[src/rtl/branch_target_buffer_pkg.sv]
// Shared types, constants and helpers for the branch target buffer.
// Holds the 2-bit predictor encodings, default geometry and saturating counter math.
// Nothing here carries state; it is imported by the table and the top level.
package branch_target_buffer_pkg;

    // Default geometry: 64 entries, tag is whatever is left of a word-aligned PC.
    localparam int IDX_W_DEF = 6;
    localparam int TAG_W_DEF = 30 - IDX_W_DEF;

    // Two-bit predictor states; bit 1 set means "predict taken".
    localparam logic [1:0] CNT_SNT = 2'b00;
    localparam logic [1:0] CNT_WNT = 2'b01;
    localparam logic [1:0] CNT_WT  = 2'b10;
    localparam logic [1:0] CNT_ST  = 2'b11;

    // Increment toward strongly-taken, holding at the top.
    function automatic logic [1:0] sat_inc(input logic [1:0] c);
        return (c == CNT_ST) ? CNT_ST : c + 2'd1;
    endfunction

    // Decrement toward strongly-not-taken, holding at the bottom.
    function automatic logic [1:0] sat_dec(input logic [1:0] c);
        return (c == CNT_SNT) ? CNT_SNT : c - 2'd1;
    endfunction

endpackage

[src/rtl/branch_target_buffer_btb_table.sv]
// BTB storage: valid/tag/target/counter arrays, one comb lookup port, one sync RMW write port.
// Lookup is 0-cycle; writes land on the next rising edge (no write-to-read bypass).
// No backpressure; a write is accepted every cycle wr_en_i is high and rst is low.
module btb_table
    import branch_target_buffer_pkg::*;
#(
    parameter int IDX_W = IDX_W_DEF,
    parameter int TAG_W = 30 - IDX_W
) (
    input  logic              clk,
    input  logic              rst,
    // lookup port (IF side)
    input  logic [IDX_W-1:0]  rd_idx_i,
    output logic              rd_valid_o,
    output logic [TAG_W-1:0]  rd_tag_o,
    output logic [31:0]       rd_tgt_o,
    output logic [1:0]        rd_cnt_o,
    // write port (EX side); cur_* expose the addressed entry for read-modify-write
    input  logic [IDX_W-1:0]  wr_idx_i,
    output logic              cur_valid_o,
    output logic [TAG_W-1:0]  cur_tag_o,
    output logic [31:0]       cur_tgt_o,
    output logic [1:0]        cur_cnt_o,
    input  logic              wr_en_i,
    input  logic [TAG_W-1:0]  wr_tag_i,
    input  logic [31:0]       wr_tgt_i,
    input  logic [1:0]        wr_cnt_i
);

    localparam int ENTRIES = 2 ** IDX_W;

    logic [ENTRIES-1:0] valid_q;
    logic [TAG_W-1:0]   tag_q [ENTRIES];
    logic [31:0]        tgt_q [ENTRIES];
    logic [1:0]         cnt_q [ENTRIES];

    assign rd_valid_o  = valid_q[rd_idx_i];
    assign rd_tag_o    = tag_q[rd_idx_i];
    assign rd_tgt_o    = tgt_q[rd_idx_i];
    assign rd_cnt_o    = cnt_q[rd_idx_i];

    assign cur_valid_o = valid_q[wr_idx_i];
    assign cur_tag_o   = tag_q[wr_idx_i];
    assign cur_tgt_o   = tgt_q[wr_idx_i];
    assign cur_cnt_o   = cnt_q[wr_idx_i];

    // Valid bits: cleared by reset (which also drops any same-cycle write), set on write.
    always_ff @(posedge clk) begin
        if (rst) begin
            valid_q <= '0;
        end else if (wr_en_i) begin
            valid_q[wr_idx_i] <= 1'b1;
        end
    end

    // Payload arrays: no reset needed, an entry is ignored until its valid bit is set.
    always_ff @(posedge clk) begin
        if (wr_en_i && !rst) begin
            tag_q[wr_idx_i] <= wr_tag_i;
            tgt_q[wr_idx_i] <= wr_tgt_i;
            cnt_q[wr_idx_i] <= wr_cnt_i;
        end
    end

endmodule

[src/rtl/branch_target_buffer.sv]
// Direct-mapped BTB with 2-bit predictors plus branch / mispredict perf counters.
// Prediction is combinational from PC_IF; EX training is visible one cycle after upd_valid.
// No backpressure: every upd_valid cycle is consumed; reset wins over a concurrent update.
module branch_target_buffer
    import branch_target_buffer_pkg::*;
#(
    parameter int         IDX_W    = IDX_W_DEF,
    parameter logic [1:0] CNT_INIT = CNT_WT
) (
    input  logic        clk,
    input  logic        rst,
    input  logic [31:0] PC_IF,
    output logic        pred_taken,
    output logic [31:0] pred_target,
    input  logic        upd_valid,
    input  logic [31:0] upd_pc,
    input  logic [31:0] upd_target,
    input  logic        upd_taken,
    input  logic        upd_mispred,
    output logic [31:0] br_count,
    output logic [31:0] mispred_count
);

    localparam int TAG_W = 30 - IDX_W;

    // Lookup side
    logic [IDX_W-1:0] lk_idx;
    logic [TAG_W-1:0] lk_tag;
    logic             rd_valid;
    logic [TAG_W-1:0] rd_tag;
    logic [31:0]      rd_tgt;
    logic [1:0]       rd_cnt;
    logic             lk_hit;

    // Update side
    logic [IDX_W-1:0] up_idx;
    logic [TAG_W-1:0] up_tag;
    logic             cur_valid;
    logic [TAG_W-1:0] cur_tag;
    logic [31:0]      cur_tgt;
    logic [1:0]       cur_cnt;
    logic             up_hit;
    logic             wr_en;
    logic [31:0]      wr_tgt;
    logic [1:0]       wr_cnt;

    // Perf counters
    logic [31:0] br_count_q,      br_count_d;
    logic [31:0] mispred_count_q, mispred_count_d;

    // Byte offset of the update PC plays no part in indexing or tagging.
    logic unused_upd_pc_lsb;
    assign unused_upd_pc_lsb = ^upd_pc[1:0];

    assign lk_idx = PC_IF[IDX_W+1:2];
    assign lk_tag = PC_IF[31:IDX_W+2];
    assign up_idx = upd_pc[IDX_W+1:2];
    assign up_tag = upd_pc[31:IDX_W+2];

    btb_table #(
        .IDX_W (IDX_W),
        .TAG_W (TAG_W)
    ) u_table (
        .clk         (clk),
        .rst         (rst),
        .rd_idx_i    (lk_idx),
        .rd_valid_o  (rd_valid),
        .rd_tag_o    (rd_tag),
        .rd_tgt_o    (rd_tgt),
        .rd_cnt_o    (rd_cnt),
        .wr_idx_i    (up_idx),
        .cur_valid_o (cur_valid),
        .cur_tag_o   (cur_tag),
        .cur_tgt_o   (cur_tgt),
        .cur_cnt_o   (cur_cnt),
        .wr_en_i     (wr_en),
        .wr_tag_i    (up_tag),
        .wr_tgt_i    (wr_tgt),
        .wr_cnt_i    (wr_cnt)
    );

    // Prediction: taken only on a tag hit whose counter is in a taken state.
    always_comb begin
        lk_hit      = rd_valid && (rd_tag == lk_tag);
        pred_taken  = lk_hit && rd_cnt[1];
        pred_target = pred_taken ? rd_tgt : (PC_IF + 32'd4);
    end

    // Training decode: train on hit, allocate on taken miss, ignore not-taken miss.
    always_comb begin
        up_hit = cur_valid && (cur_tag == up_tag);
        wr_en  = 1'b0;
        wr_tgt = cur_tgt;
        wr_cnt = cur_cnt;
        if (upd_valid) begin
            if (up_hit) begin
                wr_en = 1'b1;
                if (upd_taken) begin
                    wr_cnt = sat_inc(cur_cnt);
                    wr_tgt = upd_target;
                end else begin
                    wr_cnt = sat_dec(cur_cnt);
                end
            end else if (upd_taken) begin
                wr_en  = 1'b1;
                wr_cnt = CNT_INIT;
                wr_tgt = upd_target;
            end
        end
    end

    // Perf counter next state; both wrap naturally at 2**32.
    always_comb begin
        br_count_d      = br_count_q + {31'd0, upd_valid};
        mispred_count_d = mispred_count_q + {31'd0, upd_valid & upd_mispred};
    end

    // Perf counter registers.
    always_ff @(posedge clk) begin
        if (rst) begin
            br_count_q      <= '0;
            mispred_count_q <= '0;
        end else begin
            br_count_q      <= br_count_d;
            mispred_count_q <= mispred_count_d;
        end
    end

    assign br_count      = br_count_q;
    assign mispred_count = mispred_count_q;

endmodule

[config.mk]
export PLATFORM = sky130hd
export DESIGN_NAME = branch_target_buffer
export DESIGN_NICKNAME = d
export VERILOG_FILES = /design/src/rtl/branch_target_buffer_pkg.sv /design/src/rtl/branch_target_buffer_btb_table.sv /design/src/rtl/branch_target_buffer.sv
export SDC_FILE = /design/constraint.sdc
export NUM_CORES = 2
export LEC_CHECK = 0
export CORE_MARGIN = 1
export CORE_UTILIZATION = 40
export DETAILED_ROUTE_END_ITERATION = 10
export PLACE_DENSITY = 0.67
export SYNTH_ARGS = -nofsm -noshare
export SYNTH_HDL_FRONTEND = slang
export SYNTH_SLANG_ARGS = --single-unit
[constraint.sdc]
create_clock -name clk -period 14.55 [get_ports clk]
set_input_delay 2.1825 -clock clk [delete_from_list [all_inputs] [get_ports clk]]
set_output_delay 2.1825 -clock clk [all_outputs]
set_load 0.02 [all_outputs]
==> impl_metrics.csv <==
group,metric,value,unit
synthesis,synth_seq_share,0.702,
route,wl,549000,µm
synthesis,ys_cells,8367,
floorplanning,fp.dieH,639,µm
route,wl_per_cell,37.9,µm
timing,drv_slew,3,
timing,skew,0.100,ns
place,place_ws,3.30,ns
setup_path,worst-r2r-cell-count,12,
setup_path,crit_path_top_delay_cell,"nand3_2",
clock_network,cts_buffers,392,
route,vias,96400,
timing,fmax,88.7,MHz
min_path,hold_path_end,"u_table.valid_q[46]",
floorplanning,fp-utilization,0.402,
clock_network,ctsHtreeMaxLevel,5,
setup_path,critPathTopFamily,"simple AND/OR/NAND/NOR gates",
clock_network,ctsHoldBuffers,0,
timing,fin_crit,11.28,ns
route,drt-initial-drc-count,16900,
outcome,status,"finished, violations left",
synthesis,syn_area_per_cell,19.4,µm²
synthesis,yosysMostFrequentCell,"edfxtp_1",
synthesis,ys_area,0.162,mm²
place,place_area,0.172,mm²
clock_network,cts-root-buf,"clkbuf_16",
timing,worstMarginPinSlew,1.61,ns
min_path,hold-path-cell-count,2,
layout,drive_gt1_frac,0.265,
global_routing,grt_pass1_vias,94400,
timing,setup_slack,3.27,ns
run,warnings,42,
timing,timing.hold.ws,0.491,ns
place,gp_congestion,0.933,
floorplanning,placementRows,233,
synthesis,synth_warnings,0,
setup_path,startpoint,"PC_IF[2]",
clock_network,cts.clk_slew.worst_paths,0.06,ns
route,drt-pass1-iter-count,10,
timing,hold_viol,0,
synthesis,yosys.area.top_type,"edfxtp_1",
timing,slew_headroom,-0.0709,
clock_network,cts_num_sinks,3840,
global_routing,grt.total_usage,0.262,
layout,seq_area,0.114,mm²
setup_path,endpoint_kind,"output port",
clock_network,insertion_delay,1.01,ns
layout,fillers,33400,
layout,fin_area,0.185,mm²
power,leakage,57.6,nW
route,vias_per_cell,6.66,
synthesis,synthesis.nets,8473,
power,totalPowerFinal,0.0240,W
setup_path,rr_startpoint,"u_table.tag_q[13][8]",
clock_network,postCtsSetupBuffers,0,
global_routing,grt_pass1_wl,750000,µm
clock_network,cts_tree,"done",
layout,area_growth,13.7,%
synthesis,synthDistinctLibCells,90,
min_path,holdCritStartpoint,"u_table.valid_q[46]",
setup_path,reg2reg_setup_slack,7.06,ns
global_routing,antenna_found_initial,74,
setup_path,worst-path-max-fanout,92,
place,dp.cells,13700,
setup_path,reg2reg_to,"u_table.tag_q[54][23]",
synthesis,top_area_frac,0.687,
global_routing,overflow,0,
timing,tns,0,ns
route,drc,0,
setup_path,crit_chain,"buf_16 -> nand3_2 -> o22ai_1 -> nor4_1 -> a31oi_1 -> a22o_1 -> xor2_1 -> nand2b_1 -> or4_1 -> nor4_4 -> buf_4 -> mux2_1 -> clkdlybuf4s50_1",
synthesis,synthArstFlopShare,0,
global_routing,grt_max_degree,153,
synthesis,ys_ff,3840,
setup_path,cp-endpoint,"pred_target[4]",
setup_path,arrival,9.09,ns
synthesis,synthFlopType,"edfxtp_1",
setup_path,cp_num_cells,13,
outcome,violations,"max-capacitance violations, max-slew violations",
setup_path,cpPeakStageDelay,1.18,ns
setup_path,required,12.37,ns
synthesis,ys_top_cells_by_count,"3,712 x edfxtp_1, 1,095 x mux4_2, 477 x mux2i_1, 253 x clkbuf_1, 222 x nor2_1",
synthesis,area_leaders,"edfxtp_1 69%, mux4_2 15%, mux2i_1 2.9%, dfxtp_1 1.6%, a221oi_1 1.1%",
setup_path,path_buffers,3,
route,antenna_left,0,
setup_path,worst_setup_path_start_kind,"input pin",
synthesis,syn_area,0.162,mm²
synthesis,edf_count,3712,
run,maxCapViolations,1,
-- logic make-up after synthesis --
family / share of synthesized area
AOI/OAI and AO/OA: 0.0519
and+or+nand+nor: 0.0260
adders and majority gates: 0.000447
muxes: 0.191
xor gates and xnor gates: 0.00615
DFF: 0.702
buffers and inverters: 0.0218
-- area by class of cell --
type / instances / area share
Timing Repair Buffer: 559 / 0.0252
Clock inverter: 214 / 0.0123
Clock buffer: 496 / 0.0565
Multi-Input combinational cell: 3833 / 0.249
Sequential cell: 3840 / 0.618
Antenna cell: 51 / 0.000692
Inverter: 85 / 0.00181
Tap cell: 5405 / 0.0366
-- report_power, final --
part,internal [W],switching (W)
Combinational,0.000566,0.00113
Clock,0.00580,0.00429
Sequential,0.0122,0.00000896
Total,0.0185,0.00543
-- cells in the final DEF, fill, tap and decap left out, drive strengths merged, types with 26 or more instances in the layout --
master,count
a211oi,29
a21oi,105
a221o,41
a221oi,206
a22o,55
a22oi,196
a31oi,37
and3,33
buf,431
bufinv,42
clkbuf,496
clkdlybuf4s50,128
clkinv,154
dfxtp,128
diode,51
edfxtp,3712
inv,93
mux2,139
mux2i,477
mux4,1095
nand2,208
nand3,106
nand4,35
nor2,222
nor3,43
nor4,68
o21ai,110
o22ai,197
or3,26
xnor2,63
xor2,51
-- routing by layer --
metal	global-route usage	up-vias	wire length, µm
li1	-	36300	-
met1	0.332	49900	189000
met2	0.389	8302	242000
met3	0.0899	1924	78300
met4	0.156	32	39200
met5	0.00425	-	201
-- flip-flops by register name (all words and copies together), names as in the netlist --
signal and flops:
u_table.tag_q 1536, mispred_count 32, br_count 32, u_table.tgt_q 2048
u_table.valid_q 64, u_table.cnt_q 128
==> images/port_nets.png <==
Scale: 1 px per µm.
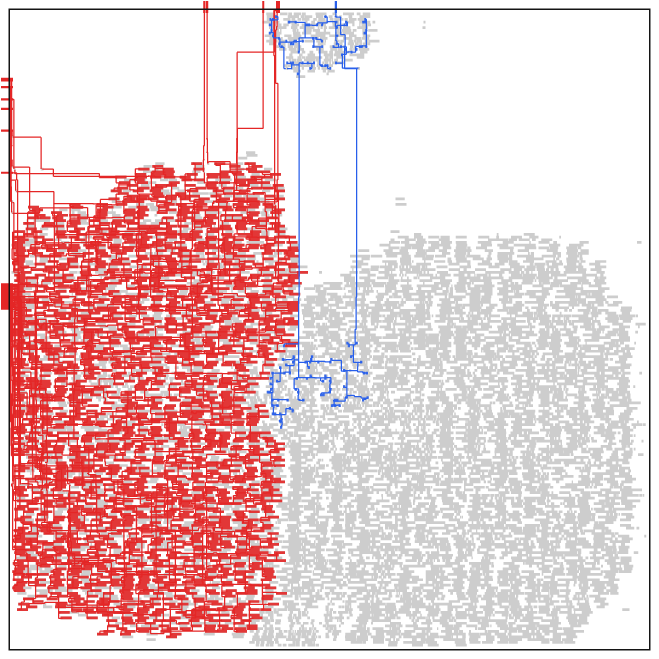
[`upd_target`] red | bits: 32 | direction: input | end cells: 2,048 | buffers: 33 | wire: 29.2 mm
[`rst`] blue | bits: 1 | direction: input | end cells: 130 | buffers: 3 | wire: 1,720 µm

==> images/final_placement.png <==
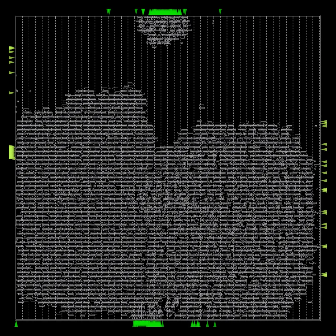
sequential cell area share: 0.618
tapcell count: 5,405
core area: 0.403 mm²
Util after Layout: 0.457
Finished Layout Cells: 14,500

Power and IR drop assume default switching activity.
